File: config.mk
export PLATFORM = sky130hd
export DESIGN_NAME = pdm_mix_scheduler
export DESIGN_NICKNAME = d
export VERILOG_FILES = /design/src/rtl/pdm_mix_scheduler.sv
export SDC_FILE = /design/constraint.sdc
export NUM_CORES = 1
export LEC_CHECK = 0
export ABC_AREA = 1
export CELL_PAD_IN_SITES_DETAIL_PLACEMENT = 0
export CELL_PAD_IN_SITES_GLOBAL_PLACEMENT = 1
export CORE_MARGIN = 10
export CORE_UTILIZATION = 35
export CTS_CLUSTER_SIZE = 12
export DETAILED_ROUTE_END_ITERATION = 12
export PLACE_DENSITY_LB_ADDON = 0.12
export REMOVE_ABC_BUFFERS = 1
export SKIP_CTS_REPAIR_TIMING = 1
export SLEW_MARGIN = 30
export SYNTH_ARGS = -nofsm -noshare
export SYNTH_HDL_FRONTEND = slang
export SYNTH_SLANG_ARGS = --single-unit
File: constraint.sdc
create_clock -name clk -period 2.5 [get_ports clk]
set_clock_uncertainty 0.15 [all_clocks]
set_input_delay 0.25 -clock clk [delete_from_list [all_inputs] [get_ports clk]]
set_output_delay 0.25 -clock clk [all_outputs]
set_load 0.005 [all_outputs]
File: src/rtl/pdm_mix_scheduler.sv
// pdm_mix_scheduler
//
// Mixes the per-channel amplitude samples of the AY-8913 tone/noise/envelope
// channels into one value for the sigma-delta (PDM) modulator. Each channel
// hands over samples on a valid/ready handshake into a one-deep holding
// register. Once every SAMPLE_DIV clocks, a single shared adder walks the
// channels one per cycle. The sum is then saturated and, when mute is high,
// forced toward zero. The result is slew-limited by RAMP_STEP and presented on
// pdm_value together with a one-cycle sample_strobe.
//
// Ports:
//   clk           system clock
//   reset         asynchronous, active-high reset
//   ch_valid      per-channel sample valid
//   ch_data       channel i sample at bits [i*VALUE_BITS +: VALUE_BITS]
//   ch_ready      per-channel ready (high while the holding register is free)
//   mute          level; ramps the output toward 0 while high (sampled at update)
//   pdm_value     registered value to the PDM modulator
//   sample_strobe one-cycle pulse when pdm_value updates
//   busy          high while the mixer is summing or updating
module pdm_mix_scheduler #(
    parameter int VALUE_BITS = 8,
    parameter int NUM_CH     = 3,
    parameter int SAMPLE_DIV = 64,
    parameter int RAMP_STEP  = 4
) (
    input  logic                         clk,
    input  logic                         reset,
    input  logic [NUM_CH-1:0]            ch_valid,
    input  logic [NUM_CH*VALUE_BITS-1:0] ch_data,
    output logic [NUM_CH-1:0]            ch_ready,
    input  logic                         mute,
    output logic [VALUE_BITS-1:0]        pdm_value,
    output logic                         sample_strobe,
    output logic                         busy
);

    localparam int ACC_W = VALUE_BITS + $clog2(NUM_CH);
    localparam int IDX_W = (NUM_CH > 1) ? $clog2(NUM_CH) : 1;
    localparam int DIV_W = (SAMPLE_DIV > 1) ? $clog2(SAMPLE_DIV) : 1;
    localparam int STEP_CLAMP = (RAMP_STEP >= 2**VALUE_BITS) ? 2**VALUE_BITS : RAMP_STEP;

    localparam logic [DIV_W-1:0]      DIV_LAST = DIV_W'(SAMPLE_DIV - 1);
    localparam logic [IDX_W-1:0]      IDX_LAST = IDX_W'(NUM_CH - 1);
    localparam logic [ACC_W-1:0]      MAX_VAL  = ACC_W'(2**VALUE_BITS - 1);
    localparam logic [VALUE_BITS:0]   STEP     = (VALUE_BITS+1)'(STEP_CLAMP);

    typedef enum logic [1:0] {
        IDLE,
        SUM,
        UPDATE
    } state_t;

    state_t                  state;
    state_t                  state_nxt;
    logic [DIV_W-1:0]        div_cnt;
    logic                    tick;
    logic [IDX_W-1:0]        idx;
    logic [ACC_W-1:0]        acc;
    logic [VALUE_BITS-1:0]   held [NUM_CH];
    logic [NUM_CH-1:0]       pending;

    // Clamp the mixed sum to the output range.
    function automatic logic [VALUE_BITS-1:0] saturate(input logic [ACC_W-1:0] a);
        if (a > MAX_VAL)
            return '1;
        return a[VALUE_BITS-1:0];
    endfunction

    // Move cur toward tgt by at most STEP; a zero step jumps straight to tgt.
    function automatic logic [VALUE_BITS-1:0] ramp(input logic [VALUE_BITS-1:0] cur,
                                                   input logic [VALUE_BITS-1:0] tgt);
        logic [VALUE_BITS:0] diff;
        if (RAMP_STEP == 0)
            return tgt;
        if (tgt >= cur) begin
            diff = {1'b0, tgt} - {1'b0, cur};
            if (diff > STEP)
                return cur + STEP[VALUE_BITS-1:0];
            return tgt;
        end
        diff = {1'b0, cur} - {1'b0, tgt};
        if (diff > STEP)
            return cur - STEP[VALUE_BITS-1:0];
        return tgt;
    endfunction

    assign tick     = (div_cnt == DIV_LAST);
    assign ch_ready = ~pending;
    assign busy     = (state != IDLE);

    // Free-running sample divider.
    always_ff @(posedge clk or posedge reset) begin
        if (reset)
            div_cnt <= '0;
        else if (tick)
            div_cnt <= '0;
        else
            div_cnt <= div_cnt + 1'b1;
    end

    always_ff @(posedge clk or posedge reset) begin
        if (reset)
            state <= IDLE;
        else
            state <= state_nxt;
    end

    always_comb begin
        state_nxt = state;
        case (state)
            IDLE:    if (tick) state_nxt = SUM;
            SUM:     if (idx == IDX_LAST) state_nxt = UPDATE;
            UPDATE:  state_nxt = IDLE;
            default: state_nxt = IDLE;
        endcase
    end

    // Holding registers, shared adder and output register.
    always_ff @(posedge clk or posedge reset) begin
        if (reset) begin
            idx           <= '0;
            acc           <= '0;
            pending       <= '0;
            pdm_value     <= '0;
            sample_strobe <= 1'b0;
            for (int i = 0; i < NUM_CH; i++)
                held[i] <= '0;
        end else begin
            sample_strobe <= 1'b0;
            case (state)
                IDLE: begin
                    if (tick) begin
                        idx <= '0;
                        acc <= '0;
                    end
                end
                SUM: begin
                    acc          <= acc + ACC_W'(held[idx]);
                    pending[idx] <= 1'b0;
                    idx          <= idx + 1'b1;
                end
                UPDATE: begin
                    pdm_value     <= ramp(pdm_value, mute ? '0 : saturate(acc));
                    sample_strobe <= 1'b1;
                end
                default: ;
            endcase
            // An accept only happens while pending is clear, so the later
            // assignment here never fights a SUM clear of a pending sample;
            // it just lets a same-cycle new sample win.
            for (int i = 0; i < NUM_CH; i++) begin
                if (ch_valid[i] && !pending[i]) begin
                    held[i]    <= ch_data[i*VALUE_BITS +: VALUE_BITS];
                    pending[i] <= 1'b1;
                end
            end
        end
    end

endmodule

**Cells colored by class**

Fill, decap, tap and diode cells in gray.
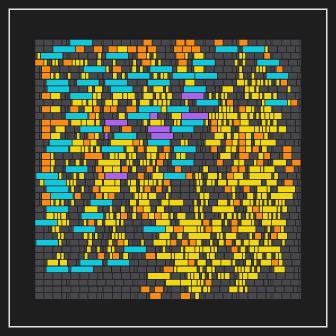
registers: shown in cyan, cells 56, share of their area 24%. clock drivers and dummy loads: shown in purple, cells 8, share of their area 2.9%. remaining buffers and delay cells: shown in orange, cells 127, share of their area 19%. remaining logic cells: shown in yellow, cells 484, share of their area 54%.

**Cell sizes after repair**

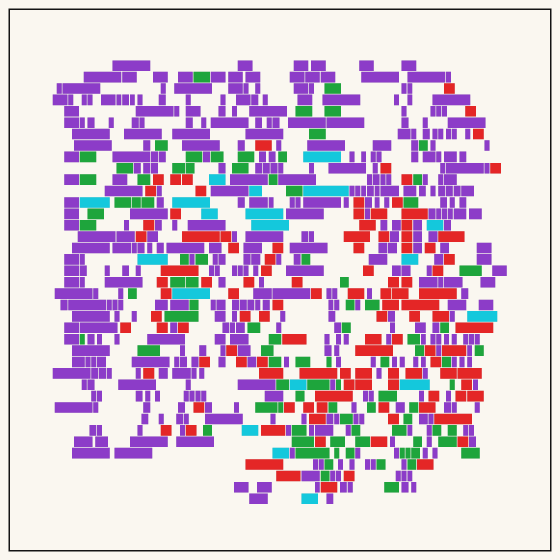
x3 and x4: shown in red, cells 113, most used buf_4. x6 and larger: shown in cyan, cells 19, most used buf_6. x2: shown in green, cells 90, most used nand2_2. x1 and smaller: shown in purple, cells 453, most used nand2_1.
synthesis-to-layout area growth: 45.1%
Final Instance Area: 6020 sq um
bufs w/o clock: 127
Worst Slack Setup Final: -184 ps

**Nets reached from selected ports**

Scale bar: 50 microns.
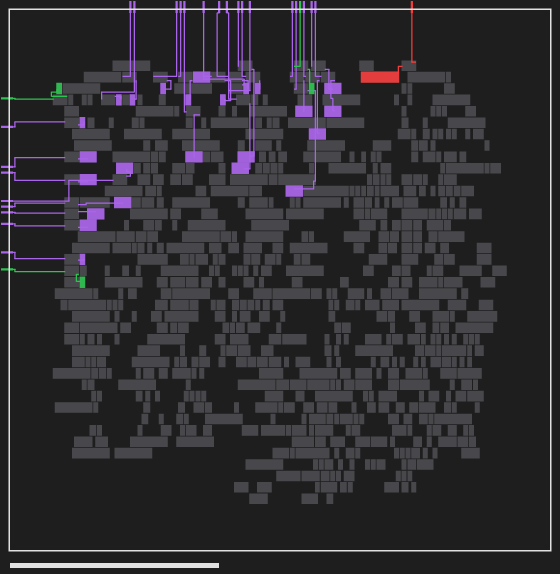
sample_strobe: shown in red, direction output, edge top, end cells 1, buffers 1, wire 15.7 microns. ch_data: shown in purple, direction input, edge 16 top, 8 left, end cells 24, buffers 24, wire 617 microns. ch_valid: shown in green, direction input, edge 2 left, 1 top, end cells 3, buffers 3, wire 52.9 microns.

**Routed metal, one color a layer**

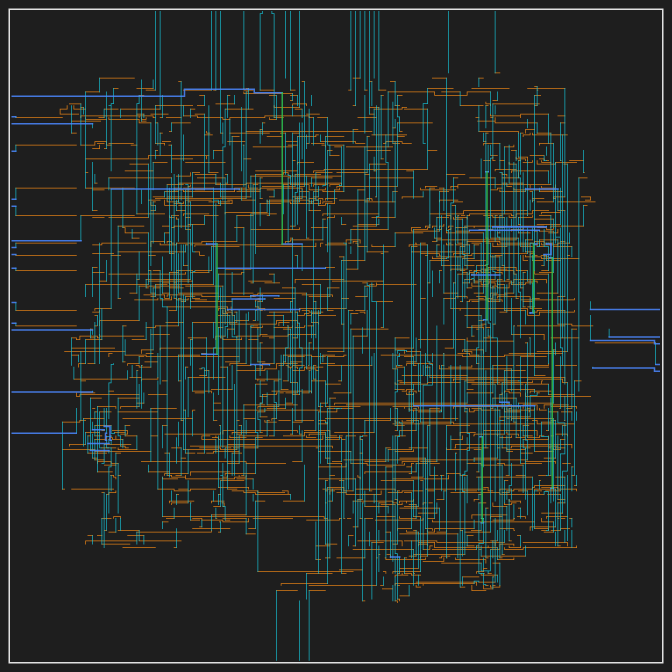
M2: shown in cyan, wire length 6,370 microns. M3: shown in blue, wire length 361 microns. M4: shown in green, wire length 157 microns. M1: shown in orange, wire length 5,130 microns.

==> changes_impl.md <==
### Implementation results

- Status: complete, but fails checks
- Violated checks: setup timing
- Clock-pin transition on the worst setup and hold timing paths: 80 ps
- Core Util at FP: 36.0%
- Commonest Layout Cell: nand2_1
- RSZ-0062 raised after global routing: true
- Worst stage delay on the critical path: 540 ps
- Crit-path cells: nor2_2 -> buf_6 -> a21oi_4 -> ha_4 -> fa_2 -> nand2_2 -> nand3_2 -> nand2_2 -> nor2_4 -> buf_6 -> nand4_1 -> nand3_1 -> nand2_1 -> nand2_1 -> nand2_1
- Yosys Chip Area: 4150 sq um
- CTS Sinks: 56
- Reg-to-reg critical path startpoint: acc[8]
- Pleak: 0.00303 uW
- Antenna Cells: 0
- Main area contributors: dfrtp_1 34%, nand2_1 12%, ha_1 9.9%, inv_1 8.1%, nand3_1 5.1%
- Drt first pass iters: 4
- Crit-path slowest cell: fa_2
- GRT Total Usage: 13.7%
- Late-Pin Clk Latency: 290 ps
- Cell row count: 39
- Detailed router's first-iteration violation count: 266
- Critical Path Most Common Cell: nand2_1
- First-pass GRT wire length: 18,300 microns
- Largest net degree at the start of global routing: 34
- CP max FO: 8
- Slew @ Worst Pin: 629 ps
- Initial antenna violation count: 0
- Worst Path Arrival: 2720 ps
- Final period util: 107%
- Cells after Synth: 548
- Slew headroom: 58.0%
- Final slew viol count: 0
- Finish-stage setup viols: 8
- Cell count in the Yosys report: 548
- Die X-Extent: 129 microns
- Total power draw: 1780 uW
- CTS Buf Count: 5
- Final WL: 12,000 microns
- Placed inst area: 5250 sq um
- Total gr overflow: 0
- Via density: 4.83
- DRC: 0
- Placer congestion estimate: 0.911
- Util after Layout: 52.3%
- TritonCTS clock tree: done
- Min-Delay Path Class: primary input to asynchronous set/reset pin
- Tool warnings: 40
- Post-synth regs: 56
- Synthesized area: 4150 sq um
- Final hold violation count: 0
- Share of layout cells above drive strength 1: 32.9%
- Top delay family on crit path: simple AND/OR/NAND/NOR gates
- Synthesis Warnings: 0
- VDD IR max: 0.319 mV
- Worst Path Buf+Inv: 2
- Max cap viols: 0
- Seq share, synth: 33.8%
- Synth area leader: dfrtp_1
- Total number of vias: 3,953
- Antenna-violating nets left: 0
- Min cycle time layout: 2680 ps
- Final Net Count: 739
- Worst Slack Setup Final: -184 ps
- Critical Path Start: acc[8]
- Netlist cell types: 36
- CP endpoint kind: flop
- Core area: 11,500 sq um
- Die ar.: 16,600 sq um
- Root buffer cell: clkbuf_16
- Area share, top type: 33.8%
- Peak Freq: 373 MHz
- DR WL/cell: 14.7 microns
- CP startpoint kind: flop
- Detail Placement HPWL: 9460 microns
- Pwr Density: 296 nW/um^2
- PortBufs: 42
- Most common logic cells in the final layout: 105 x nand2_1, 85 x inv_1, 75 x buf_4
- Max Root-Sink Buffers: 2
- Final setup TNS: -1250 ps
- Top-level port count: 43
- Data required, critical path: 2540 ps
- CP Class: flop to flop
- CTS H-Tree Depth: 2
- Avg Cell Area, Syn: 7.57 sq um
- Vias in the first global route: 3,753
- Die Ht: 129 microns
-- power by group --
part           internal [uW]  leakage [uW]  switching [uW]  total (uW)
Clock                    478     0.0000815             328         805
Combinational           42.7       0.00228            28.3        71.0
Sequential               905      0.000674               0         905
Total                   1430       0.00303             356        1780
-- cells in the mapped netlist --
cell type  count
ha_1          33
dfrtp_1       56
buf_1          2
nor2_4         5
a21oi_2        1
nor3_1         2
xor2_1         9
o21ai_1        2
nor2_1        30
nand3b_1       1
o211ai_1       2
nand2_1      128
nand2_4        2
inv_2          3
nor2_2         4
nand3_2        2
clkbuf_1       4
a31oi_1        2
a21oi_1       36
buf_6          1
nand3_4        2
o32ai_1        1
xnor2_1        3
o21ai_0       31
fa_1           2
inv_1         90
nand3_1       42
nand2_2       10
mux2_2        15
clkinv_1       2
nand4_1       16
nand4_2        2
o22ai_1        3
buf_4          1
o31ai_1        1
nor2_8         2
-- per-layer routing --
layer	routed length [microns]	vias to the layer above	GRT usage [%]	part of all wire (%)
li1	-	2018	-	-
met1	5130	1853	16.4	43
met2	6370	69	25.1	53
met3	360	13	2.18	3.0
met4	157	0	3.14	1.3
met5	0	-	0	0
-- final cells by class --
class,instances,area (sq um)
tap,143,179
timing repair buffer,127,1120
inverter,95,360
sequential,56,1400
clock buffer,6,129
fill,1097,5500
clock inverter,2,38.8
multi-input combinational,389,2800
-- cell families after synthesis --
logic type	after synthesis	share of synthesized area, %
and+or+nand+nor	248	29.1
buffers and inverters	103	9.59
AOI/OAI and AO/OA	79	10.0
DFF	56	33.8
adders and majority gates	35	10.9
muxes	15	4.07
xor gates and xnor gates	12	2.53
-- worst paths after layout --
path | end | slack [ps] | depth (start not counted)
setup reg to reg | pdm_value[6] | -180 | 15
hold reg to reg | div_cnt[0] | 310 | 1
max in group asynchronous | held[14] | 1460 | 3
hold / removal | div_cnt[4] | 160 | 2
setup / recovery | pdm_value[6] | -180 | 15
min in group clk | div_cnt[0] | 310 | 1
-- flip-flops by register name, indices dropped and copies added, names as in the netlist --
register and flops:
acc 10, div_cnt 6, held 24, idx 2, pdm_value 8, pending 3, sample_strobe 1, state 2
-- stage by stage --
step	worst slack [ps]	hold WS (ps)	instances
global route	-367	211	818
finish	-184	165	818
detailed placement	-558	306	796
global placement	-515	295	796
floorplan	-119	251	540
CTS	-331	190	804
No activity file was given, so power comes from the tool's default toggle rates.
